Figure 1. Layout detail.
The bar under the picture is 10 um long. Window x 13 to 38, y 13 to 38 um. Cells in grey, sequential cells in the stronger grey; small squares are vias.
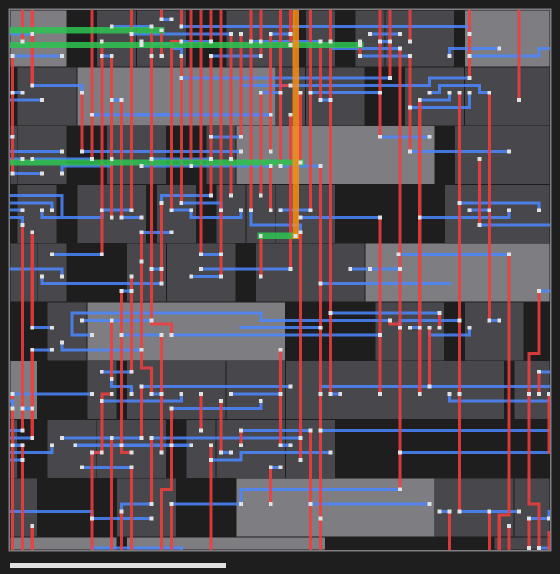
Figure 2. Register map, names as in the netlist.
The bar under the picture is 20 um long. Other sequential cells in the stronger grey, the rest of the logic in the fainter grey.
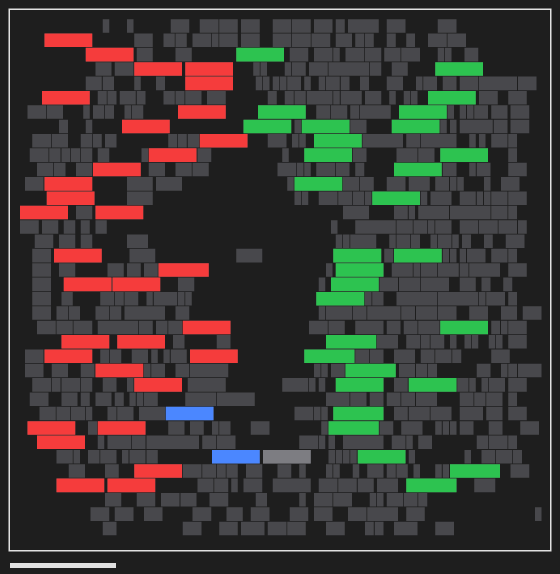
Figure 3. Track usage over the die.
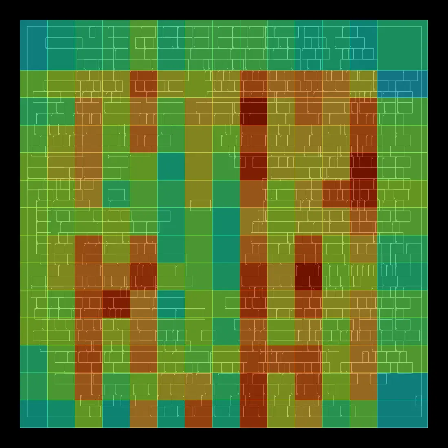
===== src/rtl/pc_fetch_unit.sv =====
// rtl/pc_fetch_unit.sv - program counter register and fetch/exec/halt sequencer
module pc_fetch_unit #(
    parameter logic [31:0] RESET_PC    = 32'h0000_0000,
    parameter logic [5:0]  HALT_OPCODE = 6'b111111
) (
    input  logic        CLK,
    input  logic        Reset,
    input  logic        PCWre,
    input  logic [31:0] nextPC,
    input  logic [5:0]  opcode,
    input  logic        imem_ready,
    output logic        imem_req,
    output logic [31:0] curPC,
    output logic [31:0] pcPlus4,
    output logic        instr_valid,
    output logic        halted,
    output logic        misalign,
    output logic [31:0] retire_cnt
);

    typedef enum logic [1:0] {
        ST_FETCH = 2'd0,
        ST_EXEC  = 2'd1,
        ST_HALT  = 2'd2
    } state_t;

    state_t      state_q, state_d;
    logic [31:0] pc_q, pc_d;
    logic [31:0] cnt_q, cnt_d;
    logic        misalign_q, misalign_d;

    always_comb begin
        state_d    = state_q;
        pc_d       = pc_q;
        cnt_d      = cnt_q;
        misalign_d = 1'b0;
        case (state_q)
            ST_FETCH: begin
                if (imem_ready) begin
                    state_d = ST_EXEC;
                end
            end
            ST_EXEC: begin
                // HALT wins over a simultaneous retire request
                if (opcode == HALT_OPCODE) begin
                    state_d = ST_HALT;
                end else if (PCWre) begin
                    pc_d       = {nextPC[31:2], 2'b00};
                    cnt_d      = cnt_q + 32'd1;
                    misalign_d = (nextPC[1:0] != 2'b00);
                    state_d    = ST_FETCH;
                end
            end
            ST_HALT: begin
                state_d = ST_HALT;
            end
            default: begin
                state_d = ST_FETCH;
            end
        endcase
    end

    always_ff @(posedge CLK or posedge Reset) begin
        if (Reset) begin
            state_q    <= ST_FETCH;
            pc_q       <= RESET_PC;
            cnt_q      <= 32'd0;
            misalign_q <= 1'b0;
        end else begin
            state_q    <= state_d;
            pc_q       <= pc_d;
            cnt_q      <= cnt_d;
            misalign_q <= misalign_d;
        end
    end

    assign imem_req    = (state_q == ST_FETCH);
    assign instr_valid = (state_q == ST_EXEC);
    assign halted      = (state_q == ST_HALT);
    assign misalign    = misalign_q;
    assign curPC       = pc_q;
    assign pcPlus4     = pc_q + 32'd4;
    assign retire_cnt  = cnt_q;

endmodule

===== config.mk =====
export PLATFORM = sky130hd
export DESIGN_NAME = pc_fetch_unit
export DESIGN_NICKNAME = d
export VERILOG_FILES = /design/src/rtl/pc_fetch_unit.sv
export SDC_FILE = /design/constraint.sdc
export NUM_CORES = 1
export LEC_CHECK = 0
export CAP_MARGIN = 25
export CORE_MARGIN = 1.5
export CORE_UTILIZATION = 35
export DETAILED_ROUTE_END_ITERATION = 16
export PLACE_DENSITY = 0.7
export SLEW_MARGIN = 30
export SYNTH_ARGS = -nofsm -noshare
export SYNTH_HDL_FRONTEND = slang
export SYNTH_SLANG_ARGS = --single-unit

===== constraint.sdc =====
create_clock -name CLK -period 1.7 [get_ports CLK]
set_input_delay 0.17 -clock CLK [delete_from_list [all_inputs] [get_ports CLK]]
set_output_delay 0.17 -clock CLK [all_outputs]
set_load 0.01 [all_outputs]

==> impl_metrics.ini <==
; yosys + openroad results
[synthesis]
top_area_cell = dfrtp_1
yosysWarnings = 0
async_reset_ff_share_pct = 100
area_leaders = dfrtp_1 (47%), nand2_1 (11%), xnor2_1 (8.6%), xor2_1 (6.3%), nand4_1 (4.4%)
numSynthFlops = 65
syn_area_um2 = 3450
common_cells = nand2_1 (100), dfrtp_1 (65), xnor2_1 (34), xor2_1 (25), nand4_1 (24)

[detailed_routing]
remaining_drc_errors = 0
routed_wl_mm = 10.5
post_drt_wl_per_cell_um = 14.6

[floorplanning]
die_w_um = 102
fp_util_pct = 35.6
num_rows = 36
dieHeight_um = 102

[global_routing]
grt_pass1_vias = 3443
antenna_found_initial = 0
grt_max_degree = 66

[worst_setup_path]
worst_r2r_endpoint = retire_cnt[9]$_DFFE_PP0P_
critPathSlowestCell = dfrtp_1
cpLargestDelayFamily = simple AND/OR/NAND/NOR gates
critPathLaunchType = flip-flop
end_kind = output pin

[outcome]
violations = negative setup slack
status = finished, violations left

[clocking]
cts.htree.levels = 3
clkTransAtPathRegs_ns = 0.07
cts_buffers = 9
cts_tree = built
cts_sinks = 65

[sta]
worst_slack_ns = -0.476
skew_ns = 0.00838
max_freq_mhz = 460
rsz0062_at_grt = true
setup_viol = 22
fin_crit_sh_pct = 128

[hold_path]
hold_class = input pin to async pin

[final_layout]
n_antenna_cell = 0
layout.cell_area.non_filler_um2 = 5900
area_growth_pct = 71.0
fin_nets = 627

[placement]
hpwl_mm = 7.34
dpl_cell_area_um2 = 5580
gp_congestion = 0.877

[pwr]
power.density_nw_per_um2 = 875
p_leak_uw = 0.00285

[run]
drv_cap = 0
Notes on Figure 1 above:
[green] metal 3
[orange] metal 4
[red] metal 2
[blue] metal 1
netlist names of flops here include: `retire_cnt` (4), `state_q` (1)
cells with their middle in the window: 47
sequential cells in the window: 5
most frequent: buf_4 (8), nand2_1 (6), dfrtp_1 (5)

Notes on Figure 2 above:
[blue] `state_q` | sequential cells: 2
[red] `retire_cnt` | sequential cells: 32
[green] `curPC` | sequential cells: 30
not coloured: 1
flop share of the area: 27.7%
final design utilization: 60.9%
P_seq: 1920 uW
register area: 1640 um^2

Notes on Figure 3 above:
GRT met3 Usage: 3.69%
M1 GR Usage: 24.8%
gr usage total: 20.2%

power by group:
| group | switching (uW) | internal (uW) |
|---|---|---|
| sequential | 160 | 1760 |
| clock | 553 | 596 |
| combinational | 991 | 1100 |
worst max-delay path by stage:
stage / startpoint / to / slack, ns / depth (start not counted)
2_1_floorplan: curPC[2]$_DFFE_PP0P_ / pcPlus4[22] / -0.11 / 6
3_3_place_gp: curPC[3]$_DFFE_PP0P_ / pcPlus4[22] / -0.49 / 7
3_5_place_dp: curPC[3]$_DFFE_PP0P_ / pcPlus4[26] / -0.56 / 7
4_1_cts: curPC[2]$_DFFE_PP0P_ / pcPlus4[22] / -0.47 / 7
5_1_grt: curPC[2]$_DFFE_PP0P_ / pcPlus4[30] / -0.58 / 7
6_report: curPC[2]$_DFFE_PP0P_ / pcPlus4[18] / -0.48 / 7
flip-flops by register name, indices dropped and copies added (netlist names):
signal	cells
misalign	1
curPC	30
retire_cnt	32
state_q	2
cells in the final DEF (no fill, tap or decap), types with 8 or more instances in the layout:
cell             count
nor2_1               8
nor4_4               8
xor2_1              25
clkbuf_8            11
clkdlybuf4s50_1     99
dfrtp_2              8
nand2_1             99
dfrtp_1             57
buf_4               67
buf_6                9
nand3_1             18
buf_2               28
xnor2_1             32
nand4_1             24
kinds of logic after synthesis:
group / synth area share (%)
xor+xnor: 15.0
simple gates: 30.3
mux: 0.290
compound gates: 2.54
other cells: 0.109
fa+ha+maj: 0.725
flops: 47.1
buf+inv: 3.88
layout make-up:
| class | instances | area (um^2) | area share [%] |
|---|---|---|---|
| Inverter | 8 | 36.3 | 0.615 |
| Timing Repair Buffer | 219 | 1960 | 33.2 |
| Tap cell | 133 | 166 | 2.82 |
| Sequential cell | 65 | 1640 | 27.7 |
| Clock buffer | 14 | 163 | 2.76 |
| Multi-Input combinational cell | 280 | 1940 | 32.9 |
worst min-delay path, stage by stage:
cell	delay (ns)
clkdlybuf4s50_1	0.44
clkinvlp_4	0.10
buf_12	0.29
per-stage QoR:
step	setup TNS [ns]	hold WS, ns	total power [uW]	std cells
2_1_floorplan	-0.620	0.275	2730	372
4_1_cts	-7.86	0.293	5190	710
3_3_place_gp	-10.81	0.463	4040	689
3_5_place_dp	-12.86	0.466	4090	689
6_report	-8.16	0.272	5160	719
5_1_grt	-9.98	0.318	5470	719
layer usage:
layer,up-vias,routed length (um),track usage [%]
met5,-,0,0
met4,0,107,6.74
met3,13,540,3.69
met2,112,5520,35.6
met1,1688,4330,24.8
li1,1663,-,-
timing repair:
action,CTS,global route
gates resized,138,28
pin swaps,18,25
setup buffers,5,11
endpoints found under the hold margin,0,0
endpoints found under the setup margin,32,39
cloned,2,0
Power and IR drop assume default switching activity.
